drive_strength.png
Drawn at 2 px/um.
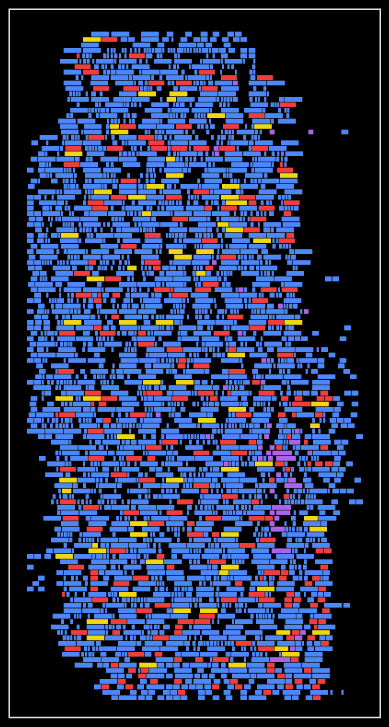
gate_families.png
Drawn at 2 px/um.
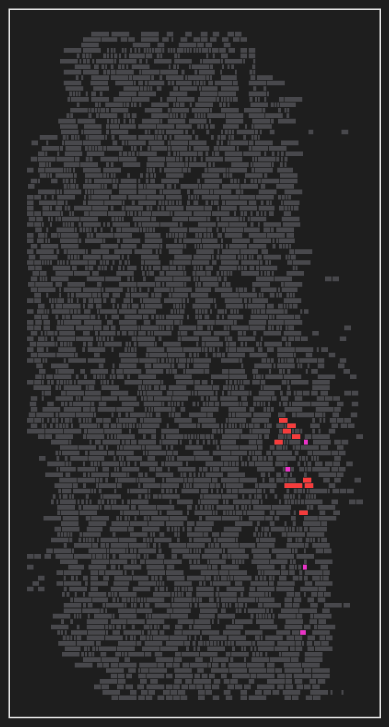
port_nets.png
Drawn at 1 px/um.
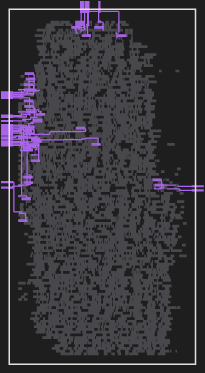
final_placement.png
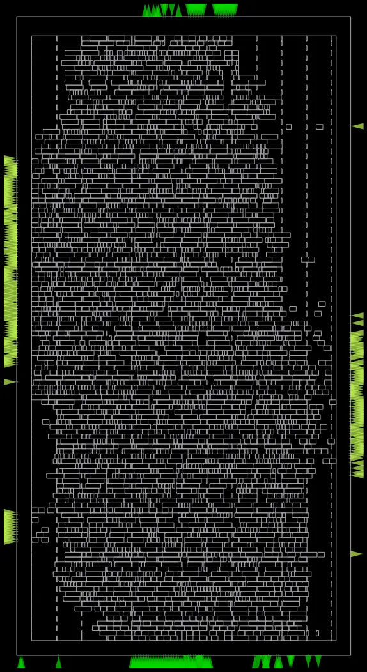
pins.png
Drawn at 2 px/um. Pins as bars across the die edge, other pins in gray.
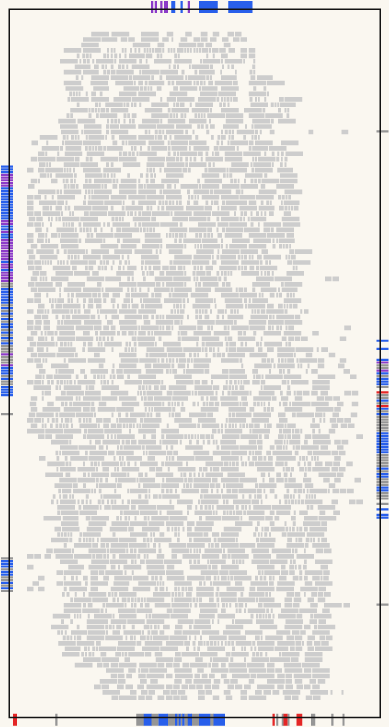
<file path="src/rtl/cache_pkg.sv">
// Shared widths, FSM state encoding and address field helpers for the 2-way write-through cache.
package cache_pkg;

  localparam int ADDR_W          = 10;
  localparam int DATA_W          = 32;
  localparam int WORDS_PER_BLOCK = 4;
  localparam int NUM_SETS        = 2;
  localparam int NUM_WAYS        = 2;
  localparam int TAG_W           = 5;
  localparam int INDEX_W         = 1;
  localparam int OFFSET_W        = 4;
  localparam int BLOCK_W         = 128;
  localparam int WORD_SEL_W      = 2;

  typedef enum logic [1:0] {
    IDLE,
    COMPARE,
    REFILL,
    WRITE_MEM
  } state_t;

  function automatic logic [TAG_W-1:0] tag_of(input logic [ADDR_W-1:0] addr);
    return addr[ADDR_W-1 -: TAG_W];
  endfunction

  function automatic logic [INDEX_W-1:0] index_of(input logic [ADDR_W-1:0] addr);
    return addr[OFFSET_W +: INDEX_W];
  endfunction

  function automatic logic [WORD_SEL_W-1:0] word_of(input logic [ADDR_W-1:0] addr);
    return addr[OFFSET_W-1 -: WORD_SEL_W];
  endfunction

endpackage

</file>
<file path="src/rtl/cache_tag_store.sv">
// Valid/tag/LRU state for both ways of every set, with combinational lookup and victim choice.
module cache_tag_store
  import cache_pkg::*;
(
  input  logic               clk,
  input  logic               reset,
  input  logic [INDEX_W-1:0] index,
  input  logic [TAG_W-1:0]   tag,
  output logic               hit,
  output logic               hit_way,
  output logic               victim_way,
  input  logic               fill_en,
  input  logic               fill_way,
  input  logic               touch_en,
  input  logic               touch_way
);

  logic [NUM_SETS-1:0][NUM_WAYS-1:0]            valid_q;
  logic [NUM_SETS-1:0][NUM_WAYS-1:0][TAG_W-1:0] tag_q;
  logic [NUM_SETS-1:0]                          lru_q;
  logic [NUM_WAYS-1:0]                          match;

  always_comb begin
    match = '0;
    for (int w = 0; w < NUM_WAYS; w++) begin
      match[w] = valid_q[index][w] && (tag_q[index][w] == tag);
    end
    hit     = |match;
    hit_way = match[1];
    // Empty ways are filled before anything valid is evicted.
    if (!valid_q[index][0]) begin
      victim_way = 1'b0;
    end else if (!valid_q[index][1]) begin
      victim_way = 1'b1;
    end else begin
      victim_way = lru_q[index];
    end
  end

  always_ff @(posedge clk or posedge reset) begin
    if (reset) begin
      valid_q <= '0;
      tag_q   <= '0;
      lru_q   <= '0;
    end else if (fill_en) begin
      valid_q[index][fill_way] <= 1'b1;
      tag_q[index][fill_way]   <= tag;
      lru_q[index]             <= ~fill_way;
    end else if (touch_en) begin
      lru_q[index] <= ~touch_way;
    end
  end

endmodule

</file>
<file path="src/rtl/cache_ctrl_2way_wt.sv">
// 2-way set-associative write-through, no-write-allocate cache controller with LRU replacement.
// Define CACHE_STATS_EN to add saturating hit_count/miss_count outputs.
//
// state     | meaning
// IDLE      | waiting for cpu_req; request fields latched on acceptance
// COMPARE   | tag lookup; read hit completes, read miss starts refill, writes go to memory
// REFILL    | block read outstanding; on mem_ack fill victim and replay COMPARE
// WRITE_MEM | write-through word outstanding; on mem_ack complete the access
module cache_ctrl_2way_wt
  import cache_pkg::*;
(
  input  logic               clk,
  input  logic               reset,
  input  logic               cpu_req,
  input  logic               cpu_we,
  input  logic [ADDR_W-1:0]  cpu_addr,
  input  logic [DATA_W-1:0]  cpu_wdata,
  output logic [DATA_W-1:0]  cpu_rdata,
  output logic               cpu_ready,
  output logic               cpu_hit,
  output logic               cpu_busy,
  output logic               mem_req,
  output logic               mem_we,
  output logic [ADDR_W-1:0]  mem_addr,
  output logic [DATA_W-1:0]  mem_wdata,
  input  logic [BLOCK_W-1:0] mem_rdata,
  input  logic               mem_ack
`ifdef CACHE_STATS_EN
  ,
  output logic [15:0]        hit_count,
  output logic [15:0]        miss_count
`endif
);

  state_t                state_q, state_d;
  logic                  we_q, we_d;
  logic [ADDR_W-1:0]     addr_q, addr_d;
  logic [DATA_W-1:0]     wdata_q, wdata_d;
  logic                  orig_hit_q, orig_hit_d;

  logic [DATA_W-1:0]     cpu_rdata_d, mem_wdata_d;
  logic                  cpu_ready_d, cpu_hit_d, mem_req_d, mem_we_d;
  logic [ADDR_W-1:0]     mem_addr_d;

  logic [BLOCK_W-1:0]    data_q [NUM_WAYS][NUM_SETS];
  logic [BLOCK_W-1:0]    data_blk, cur_blk;
  logic                  data_we, data_way;

  logic [INDEX_W-1:0]    idx;
  logic [WORD_SEL_W-1:0] word;
  logic                  hit, hit_way, victim_way, fill_en, touch_en;

  assign idx      = index_of(addr_q);
  assign word     = word_of(addr_q);
  assign cur_blk  = data_q[hit_way][idx];
  assign cpu_busy = (state_q != IDLE);

  cache_tag_store u_tag_store (
    .clk        (clk),
    .reset      (reset),
    .index      (idx),
    .tag        (tag_of(addr_q)),
    .hit        (hit),
    .hit_way    (hit_way),
    .victim_way (victim_way),
    .fill_en    (fill_en),
    .fill_way   (victim_way),
    .touch_en   (touch_en),
    .touch_way  (hit_way)
  );

  always_comb begin
    state_d     = state_q;
    we_d        = we_q;
    addr_d      = addr_q;
    wdata_d     = wdata_q;
    orig_hit_d  = orig_hit_q;
    cpu_rdata_d = cpu_rdata;
    cpu_ready_d = 1'b0;
    cpu_hit_d   = 1'b0;
    mem_req_d   = mem_req;
    mem_we_d    = mem_we;
    mem_addr_d  = mem_addr;
    mem_wdata_d = mem_wdata;
    fill_en     = 1'b0;
    touch_en    = 1'b0;
    data_we     = 1'b0;
    data_way    = hit_way;
    data_blk    = cur_blk;

    unique case (state_q)
      IDLE: begin
        if (cpu_req) begin
          we_d       = cpu_we;
          addr_d     = cpu_addr;
          wdata_d    = cpu_wdata;
          orig_hit_d = 1'b1;
          state_d    = COMPARE;
        end
      end
      COMPARE: begin
        if (!we_q) begin
          if (hit) begin
            cpu_rdata_d = cur_blk[int'(word)*DATA_W +: DATA_W];
            cpu_ready_d = 1'b1;
            cpu_hit_d   = orig_hit_q;
            touch_en    = 1'b1;
            state_d     = IDLE;
          end else begin
            orig_hit_d = 1'b0;
            mem_req_d  = 1'b1;
            mem_we_d   = 1'b0;
            mem_addr_d = addr_q & ADDR_W'(10'h3F0);
            state_d    = REFILL;
          end
        end else begin
          orig_hit_d = hit;
          if (hit) begin
            data_we  = 1'b1;
            data_blk[int'(word)*DATA_W +: DATA_W] = wdata_q;
            touch_en = 1'b1;
          end
          mem_req_d   = 1'b1;
          mem_we_d    = 1'b1;
          mem_addr_d  = addr_q & ADDR_W'(10'h3FC);
          mem_wdata_d = wdata_q;
          state_d     = WRITE_MEM;
        end
      end
      REFILL: begin
        if (mem_ack) begin
          fill_en   = 1'b1;
          data_we   = 1'b1;
          data_way  = victim_way;
          data_blk  = mem_rdata;
          mem_req_d = 1'b0;
          state_d   = COMPARE;
        end
      end
      WRITE_MEM: begin
        if (mem_ack) begin
          mem_req_d   = 1'b0;
          cpu_ready_d = 1'b1;
          cpu_hit_d   = orig_hit_q;
          state_d     = IDLE;
        end
      end
      default: state_d = IDLE;
    endcase
  end

  always_ff @(posedge clk or posedge reset) begin
    if (reset) begin
      state_q    <= IDLE;
      we_q       <= 1'b0;
      addr_q     <= '0;
      wdata_q    <= '0;
      orig_hit_q <= 1'b0;
      cpu_rdata  <= '0;
      cpu_ready  <= 1'b0;
      cpu_hit    <= 1'b0;
      mem_req    <= 1'b0;
      mem_we     <= 1'b0;
      mem_addr   <= '0;
      mem_wdata  <= '0;
    end else begin
      state_q    <= state_d;
      we_q       <= we_d;
      addr_q     <= addr_d;
      wdata_q    <= wdata_d;
      orig_hit_q <= orig_hit_d;
      cpu_rdata  <= cpu_rdata_d;
      cpu_ready  <= cpu_ready_d;
      cpu_hit    <= cpu_hit_d;
      mem_req    <= mem_req_d;
      mem_we     <= mem_we_d;
      mem_addr   <= mem_addr_d;
      mem_wdata  <= mem_wdata_d;
    end
  end

  always_ff @(posedge clk or posedge reset) begin
    if (reset) begin
      for (int w = 0; w < NUM_WAYS; w++) begin
        for (int s = 0; s < NUM_SETS; s++) begin
          data_q[w][s] <= '0;
        end
      end
    end else if (data_we) begin
      data_q[data_way][idx] <= data_blk;
    end
  end

`ifdef CACHE_STATS_EN
  always_ff @(posedge clk or posedge reset) begin
    if (reset) begin
      hit_count  <= '0;
      miss_count <= '0;
    end else if (cpu_ready_d) begin
      if (cpu_hit_d) begin
        if (hit_count != 16'hFFFF) hit_count <= hit_count + 16'd1;
      end else begin
        if (miss_count != 16'hFFFF) miss_count <= miss_count + 16'd1;
      end
    end
  end
`endif

endmodule
</file>
<file path="config.mk">
export PLATFORM = sky130hd
export DESIGN_NAME = cache_ctrl_2way_wt
export DESIGN_NICKNAME = d
export VERILOG_FILES = /design/src/rtl/cache_pkg.sv /design/src/rtl/cache_tag_store.sv /design/src/rtl/cache_ctrl_2way_wt.sv
export SDC_FILE = /design/constraint.sdc
export NUM_CORES = 2
export LEC_CHECK = 0
export CORE_ASPECT_RATIO = 2
export CORE_MARGIN = 8
export CORE_UTILIZATION = 53
export DETAILED_ROUTE_END_ITERATION = 8
export PLACE_DENSITY = 0.77
export SETUP_SLACK_MARGIN = 0.1
export SYNTH_ARGS = -nofsm -noshare
export SYNTH_HDL_FRONTEND = slang
export SYNTH_SLANG_ARGS = --single-unit
</file>
<file path="constraint.sdc">
create_clock -name clk -period 22 [get_ports clk]
set_clock_uncertainty 0.15 [all_clocks]
set_input_delay 4.4 -clock clk [delete_from_list [all_inputs] [get_ports clk]]
set_output_delay 4.4 -clock clk [all_outputs]
set_load 0.005 [all_outputs]
</file>
==> notes.md <==
Notes on the flow outputs.

- The flow ran to the end, but the final reports show violations.
- The checks that failed: max-slew violations.
- The number of global-route vias before repair is 25200.
- For reference, the post-synthesis area per instance comes to 10.6 um2.
- The cell count along the critical path is 10.
- The first detailed-routing pass ran for 9 iterations.
- The achievable clock frequency is 114 MHz.
- The synthesis run shows the most used standard cells to be sky130_fd_sc_hd__dfrtp_1, sky130_fd_sc_hd__a21oi_1, sky130_fd_sc_hd__nor2_1, sky130_fd_sc_hd__nand2_1, sky130_fd_sc_hd__a22oi_1.
- The area fraction of clock buffers and clock inverters is 4.87%.
- The total internal power reads 3230 uW.
- The pre-CTS setup check shows a worst slack of 12.89 ns.
- The detailed-route wire length per cell is 28.3 um.
- The combinational-cell power consumption is 2550 uW.
- The biggest power consumer among the groups reads combinational cells.
- Of all flip-flops after synthesis, the portion carrying an async set or reset was 100%.
- Yosys mapped the design onto 44 distinct sky130hd cell types.
- TritonCTS built the clock tree.
- The aggregate routed wire length is 106 mm.
- By area the synthesized netlist is led by sky130_fd_sc_hd__dfrtp_1, sky130_fd_sc_hd__mux4_2, sky130_fd_sc_hd__a21oi_1.
- The core region area reads 0.0563 mm2.
- The critical path is of the input pin to register type.
- The total routing usage reported by global routing reads 32.4%.
- After floorplanning, the core was divided into 123 placement rows.
- The critical path data required time is 22.34 ns.
- The dominant cell type by count on the critical path reads sky130_fd_sc_hd__buf_4.
- Per report_power, the Sequential row totals 2100 uW.
- The synthesized design devotes to its leading area cell type 54.6% of total area.
- The largest fanout of any net on the critical path reads 97.
- The number of buffers added by the clock tree synthesis step is 53.
- In the finished design the tool counted flip-flops and latches totalling 658.
- The number of pins exceeding their max-slew limit in the final report is 90.
- The number of DRC markers after the initial detailed-route iteration reads 3245.
- The cell total in the yosys stat output reads 2836.
- The post-cts hold buffer count is 0.
- The maximum number of pins on one net before global-route repair reads 239.
Back to the opening pictures, drive_strength.png:
legend:
  purple:
    size: drive 3 to 4
    cells: 43
  yellow:
    size: drive 6 and up
    cells: 71
  red:
    size: drive 2
    cells: 242
  blue:
    size: drive 1 or less
    cells: 2625
count of plain and timing-repair buffers in the layout: 282
post-route cell area: 0.0346 mm2
Area Growth Syn to Fin: 14.8%
crit path setup slack, layout: 13.25 ns

Back to the opening pictures, gate_families.png:
legend:
  magenta:
    family: AND and OR gates
    cells: 4
    where: lower right
  red:
    family: adder and majority cells
    cells: 9
    where: middle right
most used logic cell in the final layout: sky130_fd_sc_hd__dfrtp_1
logic share of the area: 36.6%

Back to the opening pictures, port_nets.png:
legend:
  purple:
    port: `mem_wdata`
    direction: output
    end_cells: 32
    buffers: 32
    wire: 1540 um
Port Buffer Count: 249
number of top-level pins: 254

Back to the opening pictures, final_placement.png:
fill count: 4454
Layout Utilization: 61.5%
Finished Layout Cells: 3734

Back to the opening pictures, pins.png:
legend:
  purple:
    port: `mem_wdata`
    pins: 32
    direction: output
    edge: 24 left, 6 top, 2 right
  red:
    port: `cpu_addr`
    pins: 10
    direction: input
    edge: 8 bottom, 2 right
  blue:
    port: `mem_rdata`
    pins: 128
    direction: input
    edge: 50 left, 26 top, 26 right, 26 bottom
all pins by edge: 99 left, 64 bottom, 59 right, 32 top
overall die height: 353 um
width of the die: 185 um

==> per-layer routing <==
layer	up-vias	wire length, um
met5	-	17
met4	2	10800
met3	408	11000
met2	1655	48500
met1	12300	35300
li1	10200	-
==> per-stage QoR <==
stage | util [%] | area (um2)
after floorplan | - | 30200
after global placement | 58.5 | 32900
after detailed placement | 58.5 | 32900
after CTS | 61.5 | 34600
after global routing | 61.5 | 34600
final | 61.5 | 34600
==> cells by family (layout without fill, tap and decap cells) <==
group,Yosys count,after routing,share of synthesized area [%]
simple gates,797,797,10.1
other cells,1,5,0.0124
compound gates,862,862,17.0
buf+inv,247,391,3.60
flops,658,658,54.6
mux,250,250,14.0
xor+xnor,12,12,0.348
fa+ha+maj,9,9,0.373
Power figures rest on the tool's default switching activity, not on a simulated workload.
